==> config.mk <==
export PLATFORM = sky130hd
export DESIGN_NAME = scfifo_param_withcount_flat
export DESIGN_NICKNAME = d
export VERILOG_FILES = /design/src/rtl/scfifo_pkg.sv /design/src/rtl/scfifo_param_withcount_if.sv /design/src/rtl/scfifo_regarray.sv /design/src/rtl/scfifo_param_withcount.sv /design/src/flat_wrapper.sv
export SDC_FILE = /design/constraint.sdc
export NUM_CORES = 2
export LEC_CHECK = 0
export CORE_ASPECT_RATIO = 1.4
export CORE_MARGIN = 4
export CORE_UTILIZATION = 35
export CTS_CLUSTER_SIZE = 40
export DETAILED_ROUTE_END_ITERATION = 10
export PLACE_DENSITY = 0.52
export SYNTH_ARGS = -nofsm -noshare
export SYNTH_HDL_FRONTEND = slang
export SYNTH_SLANG_ARGS = --single-unit
export TNS_END_PERCENT = 5
==> constraint.sdc <==
create_clock -name iClock -period 5.9 [get_ports iClock]
set_input_delay 1.18 -clock iClock [delete_from_list [all_inputs] [get_ports iClock]]
set_output_delay 1.18 -clock iClock [all_outputs]
set_load 0.03 [all_outputs]
==> src/rtl/scfifo_pkg.sv <==
// Shared constants and helpers for the parametrised single-clock count FIFO.
package scfifo_pkg;

  localparam int unsigned FWFT_MODE_REG  = 0;
  localparam int unsigned FWFT_MODE_FALL = 1;

  function automatic int unsigned clog2(input int unsigned value);
    int unsigned r;
    int unsigned v;
    r = 0;
    v = value - 1;
    while (v > 0) begin
      r = r + 1;
      v = v >> 1;
    end
    return r;
  endfunction

  // Occupancy needs one extra bit so that DEPTH itself is representable.
  function automatic int unsigned count_width(input int unsigned depth_log2);
    return depth_log2 + 1;
  endfunction

endpackage

==> src/rtl/scfifo_param_withcount_if.sv <==
// Push/pop/status bundle of the count FIFO; master is the user side, slave the FIFO.
interface scfifo_param_withcount_if #(
  parameter int unsigned DATA_WIDTH = 64,
  parameter int unsigned DEPTH_LOG2 = 6
);
  logic [DATA_WIDTH-1:0] iPushData;
  logic                  iPushEnable;
  logic                  oIsFull;
  logic                  oAlmostFull;
  logic [DATA_WIDTH-1:0] oPopData;
  logic                  iPopEnable;
  logic                  oIsEmpty;
  logic                  oAlmostEmpty;
  logic [DEPTH_LOG2:0]   oDataCount;
  logic                  oOverflow;
  logic                  oUnderflow;
  logic                  iClearErr;

  modport master (
    output iPushData, iPushEnable, iPopEnable, iClearErr,
    input  oIsFull, oAlmostFull, oPopData, oIsEmpty, oAlmostEmpty,
    input  oDataCount, oOverflow, oUnderflow
  );

  modport slave (
    input  iPushData, iPushEnable, iPopEnable, iClearErr,
    output oIsFull, oAlmostFull, oPopData, oIsEmpty, oAlmostEmpty,
    output oDataCount, oOverflow, oUnderflow
  );
endinterface

==> src/rtl/scfifo_regarray.sv <==
// Unreset storage array: synchronous write port, combinational read port.
module scfifo_regarray
  import scfifo_pkg::*;
#(
  parameter int unsigned DATA_WIDTH = 64,
  parameter int unsigned DEPTH      = 64
) (
  input  logic                         clk,
  input  logic                         we,
  input  logic [clog2(DEPTH)-1:0]      waddr,
  input  logic [DATA_WIDTH-1:0]        wdata,
  input  logic [clog2(DEPTH)-1:0]      raddr,
  output logic [DATA_WIDTH-1:0]        rdata_c
);
  logic [DATA_WIDTH-1:0] mem_q [DEPTH];

  always_ff @(posedge clk) begin
    if (we) begin
      mem_q[waddr] <= wdata;
    end
  end

  assign rdata_c = mem_q[raddr];
endmodule

==> src/rtl/scfifo_param_withcount.sv <==
// Single-clock FIFO with full-range count, threshold flags, sticky errors and
// selectable fall-through or registered read data.
module scfifo_param_withcount
  import scfifo_pkg::*;
#(
  parameter int unsigned DATA_WIDTH    = 64,
  parameter int unsigned DEPTH_LOG2    = 6,
  parameter int unsigned FWFT          = FWFT_MODE_FALL,
  parameter int unsigned AFULL_THRESH  = (1 << DEPTH_LOG2) - 4,
  parameter int unsigned AEMPTY_THRESH = 4
) (
  input  logic                   iClock,
  input  logic                   iReset,
  scfifo_param_withcount_if.slave bus
);
  localparam int unsigned DEPTH     = 1 << DEPTH_LOG2;
  localparam int unsigned CW        = count_width(DEPTH_LOG2);
  localparam logic [CW-1:0] DEPTH_CNT  = CW'(DEPTH);
  localparam logic [CW-1:0] AFULL_CNT  = CW'(AFULL_THRESH);
  localparam logic [CW-1:0] AEMPTY_CNT = CW'(AEMPTY_THRESH);
  localparam logic          AFULL_RST  = (AFULL_THRESH == 0);

  logic [CW-1:0]         count_q, count_d;
  logic [DEPTH_LOG2-1:0] wr_ptr_q, wr_ptr_d;
  logic [DEPTH_LOG2-1:0] rd_ptr_q, rd_ptr_d;
  logic                  full_q, full_d;
  logic                  afull_q, afull_d;
  logic                  empty_q, empty_d;
  logic                  aempty_q, aempty_d;
  logic                  ovf_q, ovf_d;
  logic                  unf_q, unf_d;
  logic                  pop_ok_c, push_ok_c;
  logic [DATA_WIDTH-1:0] head_c;

  // Accept decisions, next count/pointers, and flags derived from the next count.
  always_comb begin
    pop_ok_c  = bus.iPopEnable & (count_q != '0);
    push_ok_c = bus.iPushEnable & ((count_q != DEPTH_CNT) | pop_ok_c);
    count_d   = count_q + CW'(push_ok_c) - CW'(pop_ok_c);
    wr_ptr_d  = wr_ptr_q + DEPTH_LOG2'(push_ok_c);
    rd_ptr_d  = rd_ptr_q + DEPTH_LOG2'(pop_ok_c);
    full_d    = (count_d == DEPTH_CNT);
    afull_d   = (count_d >= AFULL_CNT);
    empty_d   = (count_d == '0);
    aempty_d  = (count_d <= AEMPTY_CNT);
    // A new error in the same cycle as a clear keeps the flag set.
    ovf_d     = (ovf_q & ~bus.iClearErr) | (bus.iPushEnable & ~push_ok_c);
    unf_d     = (unf_q & ~bus.iClearErr) | (bus.iPopEnable & ~pop_ok_c);
  end

  always_ff @(posedge iClock or negedge iReset) begin
    if (!iReset) begin
      count_q  <= '0;
      wr_ptr_q <= '0;
      rd_ptr_q <= '0;
      full_q   <= 1'b0;
      afull_q  <= AFULL_RST;
      empty_q  <= 1'b1;
      aempty_q <= 1'b1;
      ovf_q    <= 1'b0;
      unf_q    <= 1'b0;
    end else begin
      count_q  <= count_d;
      wr_ptr_q <= wr_ptr_d;
      rd_ptr_q <= rd_ptr_d;
      full_q   <= full_d;
      afull_q  <= afull_d;
      empty_q  <= empty_d;
      aempty_q <= aempty_d;
      ovf_q    <= ovf_d;
      unf_q    <= unf_d;
    end
  end

  scfifo_regarray #(
    .DATA_WIDTH (DATA_WIDTH),
    .DEPTH      (DEPTH)
  ) u_regarray (
    .clk     (iClock),
    .we      (push_ok_c),
    .waddr   (wr_ptr_q),
    .wdata   (bus.iPushData),
    .raddr   (rd_ptr_q),
    .rdata_c (head_c)
  );

  generate
    if (FWFT == FWFT_MODE_FALL) begin : g_fwft
      // Head is forced to zero while empty so unwritten storage never leaks out.
      assign bus.oPopData = empty_q ? '0 : head_c;
    end else begin : g_regread
      logic [DATA_WIDTH-1:0] pop_data_q, pop_data_d;

      always_comb begin
        pop_data_d = pop_data_q;
        if (pop_ok_c) begin
          pop_data_d = head_c;
        end
      end

      always_ff @(posedge iClock or negedge iReset) begin
        if (!iReset) begin
          pop_data_q <= '0;
        end else begin
          pop_data_q <= pop_data_d;
        end
      end

      assign bus.oPopData = pop_data_q;
    end
  endgenerate

  assign bus.oDataCount   = count_q;
  assign bus.oIsFull      = full_q;
  assign bus.oAlmostFull  = afull_q;
  assign bus.oIsEmpty     = empty_q;
  assign bus.oAlmostEmpty = aempty_q;
  assign bus.oOverflow    = ovf_q;
  assign bus.oUnderflow   = unf_q;
endmodule

==> src/flat_wrapper.sv <==
// flat-port wrapper written by rule: the top's interface ports become plain ports
module scfifo_param_withcount_flat import scfifo_pkg::*;
#(
  parameter int unsigned DATA_WIDTH    = 64,
  parameter int unsigned DEPTH_LOG2    = 6,
  parameter int unsigned FWFT          = FWFT_MODE_FALL,
  parameter int unsigned AFULL_THRESH  = (1 << DEPTH_LOG2) - 4,
  parameter int unsigned AEMPTY_THRESH = 4
)
  (iClock, iReset, bus_iPushData, bus_iPushEnable, bus_iPopEnable, bus_iClearErr, bus_oIsFull, bus_oAlmostFull, bus_oPopData, bus_oIsEmpty, bus_oAlmostEmpty, bus_oDataCount, bus_oOverflow, bus_oUnderflow);
  scfifo_param_withcount_if #(.DATA_WIDTH(DATA_WIDTH), .DEPTH_LOG2(DEPTH_LOG2)) bus_i ();
  input  logic iClock;
  input  logic iReset;
  input wire logic [$bits(bus_i.iPushData)-1:0] bus_iPushData;
  input wire logic [$bits(bus_i.iPushEnable)-1:0] bus_iPushEnable;
  input wire logic [$bits(bus_i.iPopEnable)-1:0] bus_iPopEnable;
  input wire logic [$bits(bus_i.iClearErr)-1:0] bus_iClearErr;
  output wire logic [$bits(bus_i.oIsFull)-1:0] bus_oIsFull;
  output wire logic [$bits(bus_i.oAlmostFull)-1:0] bus_oAlmostFull;
  output wire logic [$bits(bus_i.oPopData)-1:0] bus_oPopData;
  output wire logic [$bits(bus_i.oIsEmpty)-1:0] bus_oIsEmpty;
  output wire logic [$bits(bus_i.oAlmostEmpty)-1:0] bus_oAlmostEmpty;
  output wire logic [$bits(bus_i.oDataCount)-1:0] bus_oDataCount;
  output wire logic [$bits(bus_i.oOverflow)-1:0] bus_oOverflow;
  output wire logic [$bits(bus_i.oUnderflow)-1:0] bus_oUnderflow;
  assign bus_i.iPushData = bus_iPushData;
  assign bus_i.iPushEnable = bus_iPushEnable;
  assign bus_i.iPopEnable = bus_iPopEnable;
  assign bus_i.iClearErr = bus_iClearErr;
  assign bus_oIsFull = bus_i.oIsFull;
  assign bus_oAlmostFull = bus_i.oAlmostFull;
  assign bus_oPopData = bus_i.oPopData;
  assign bus_oIsEmpty = bus_i.oIsEmpty;
  assign bus_oAlmostEmpty = bus_i.oAlmostEmpty;
  assign bus_oDataCount = bus_i.oDataCount;
  assign bus_oOverflow = bus_i.oOverflow;
  assign bus_oUnderflow = bus_i.oUnderflow;
  scfifo_param_withcount #(.DATA_WIDTH(DATA_WIDTH), .DEPTH_LOG2(DEPTH_LOG2), .FWFT(FWFT), .AFULL_THRESH(AFULL_THRESH), .AEMPTY_THRESH(AEMPTY_THRESH)) u_core (.iClock(iClock), .iReset(iReset), .bus(bus_i));
endmodule
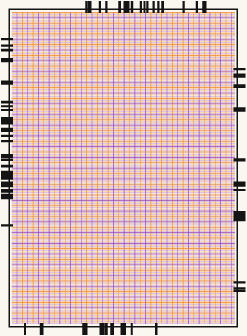
**Above:** supply network.
Pins as bars on the die edge.
Orange is VDD. Purple is VSS.
291 met1 rails follow the rows. 41 straps on met4. The core has 290 rows. 146 signal pins sit on the boundary. 58 straps on met5.

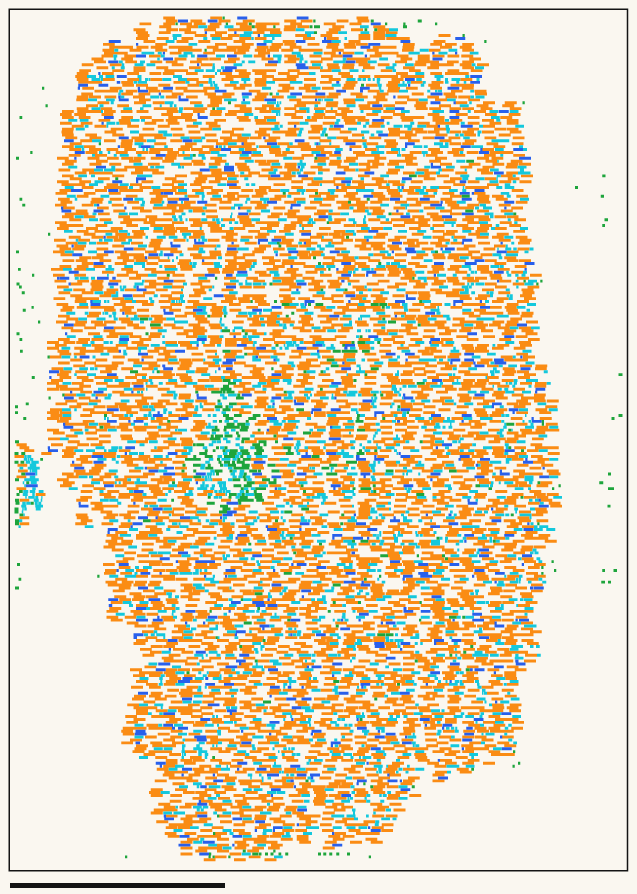
**Above:** cell classes on the final placement.
Scale bar: 200 microns.
Blue is clock drivers and dummy loads, cells 701, share of their area 7.1%. Orange is sequential cells, cells 4121, share of their area 72%. Cyan is remaining logic cells, cells 2464, share of their area 18%. Green is remaining buffers and delay cells, cells 446, share of their area 2.8%.

==> run notes <==
• **outcome** finished clean
• **chip area in the Yosys report** 157000 sq um
• **highest metal layer with signal wires** met5
• **overall power after layout** 86400 uW
• **destination of the critical timing path** bus_oPopData[9]
• **Most common reg cell** sky130_fd_sc_hd__edfxtp_1
• **Area growth, synth to finish** 14.6%
• **post-synth tally of flip-flops with integrated enable** 4096
• **Hold Violations, Final** 0
• **number of post-CTS setup repair buffers** 0
• **floorplan-stage core utilization** 35.2%
• **Post-Place Cell Area** 167000 sq um
• **worst min-delay path endpoint** u_core.bus.oOverflow
• **most common cell after layout, fill and taps aside** sky130_fd_sc_hd__edfxtp_1
• **synthesized-area fraction occupied by ao, oa, aoi and oai cells** 3.54%
• **non-clock buffer share of cell area** 2.67%
• **DR pass1 iterations** 5
• **mux share** 15.3%
• **library cell with the highest instance count after synthesis** sky130_fd_sc_hd__edfxtp_1
• **startpoint of the most critical setup path** u_core.rd_ptr_q[1]
• **net switching share of the total power** 33.5%
• **buffer count excluding the clock tree in the final layout** 446
• **main logic family after synthesis** multiplexers
• **via count of the first global-routing pass** 80022
• **Skew-Pair Late Insertion Delay** 970 ps
• **biggest cell category by area in the final layout** registers
• **flop-to-flop setup slack** 1990 ps
• **slew at the pin with the worst max-slew slack** 1230 ps
• **Met1 Wirelength** 204000 microns
• **share of the core filled with cells in the final layout** 40.3%
• **worst slew margin relative to its limit** 18.1%
• **crit path buf inv count** 2
• **final critical-path share of the clock period** 98.9%
• **worst min path class** flip-flop to flip-flop
• **yosys simple share** 0.836%
• **number of buffers inserted during clock tree synthesis** 394
• **Top Ports** 146
• **delay-heaviest family, CP** buffers and inverters
• **IO Port Bufs** 145
• **count of tool warnings** 33
• **crit path max fanout** 43
• **global-route usage over all layers** 22.1%
• **peak-usage layer in the global routing report** met2
• **relative contribution of the clock network to total power** 28.8%
• **n_diodes** 44
• **CTS resizes** 9
• **TritonCTS clock tree** built
• **power of the clock network** 24900 uW
• **Die Height** 800 microns
• **post-detailed-placement half-perimeter wirelength** 271000 microns
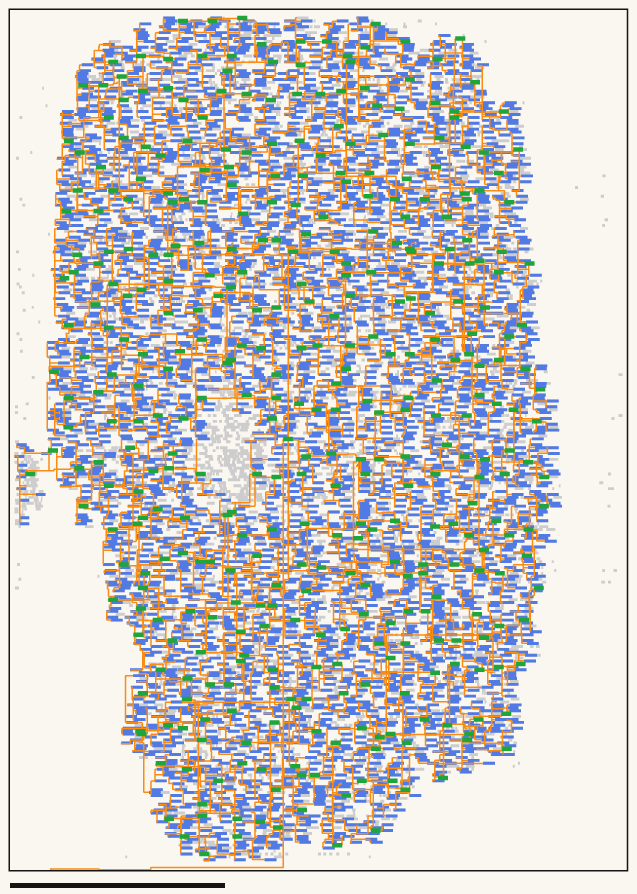
**Above:** routed clock nets over the placement.
Scale bar: 200 microns.
Orange is clock wires, length 48.7 mm. Green is clock-net drivers, count 394. Blue is flip-flops, count 4121.
There are 395 routed clock nets.

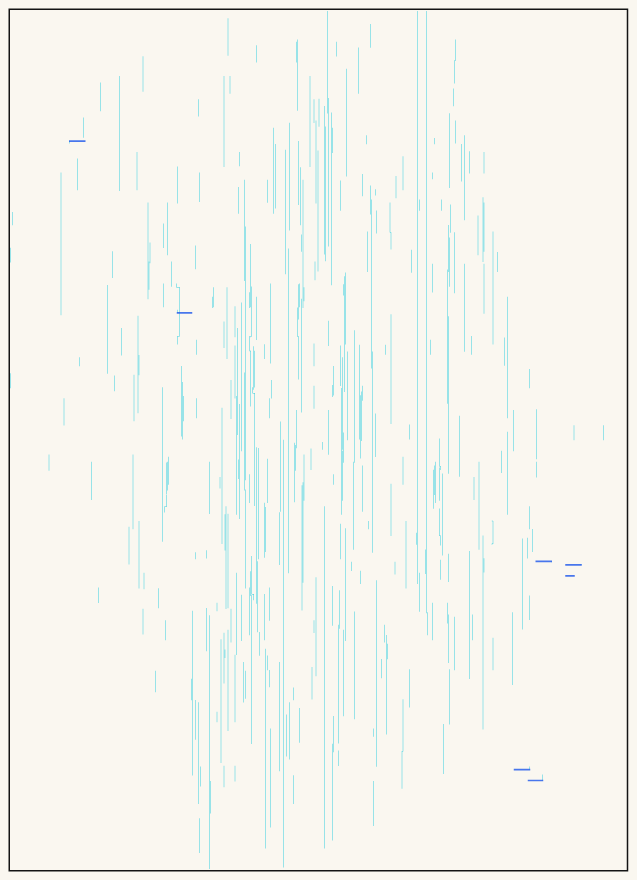
**Above:** wiring by layer.
Two of the layers only.
Blue is M5, wire length 88.3 microns. Cyan is M4, wire length 18100 microns.

-- flip-flops by register name (all words and copies together) (netlist names) --
name                     cells
u_core.bus.oAlmostFull       1
u_core.bus.oDataCount        7
u_core.bus.oIsFull           1
u_core.rd_ptr_q              6
u_core.bus.oOverflow         1
u_core.bus.oUnderflow        1
u_core.u_regarray.mem_q   4096
u_core.wr_ptr_q              6
u_core.bus.oAlmostEmpty      1
u_core.bus.oIsEmpty          1
-- metrics by stage --
stage,setup TNS [ps],hold WS (ps),instances,setup slack [ps]
2_1_floorplan,0,493,6987,864
3_3_place_gp,0,476,12871,842
3_5_place_dp,0,516,12871,807
4_1_cts,-239,533,13572,-92.1
5_1_grt,0,556,13614,1.79
6_report,0,532,13616,67.2
Power figures rest on the tool's default switching activity, not on a simulated workload.
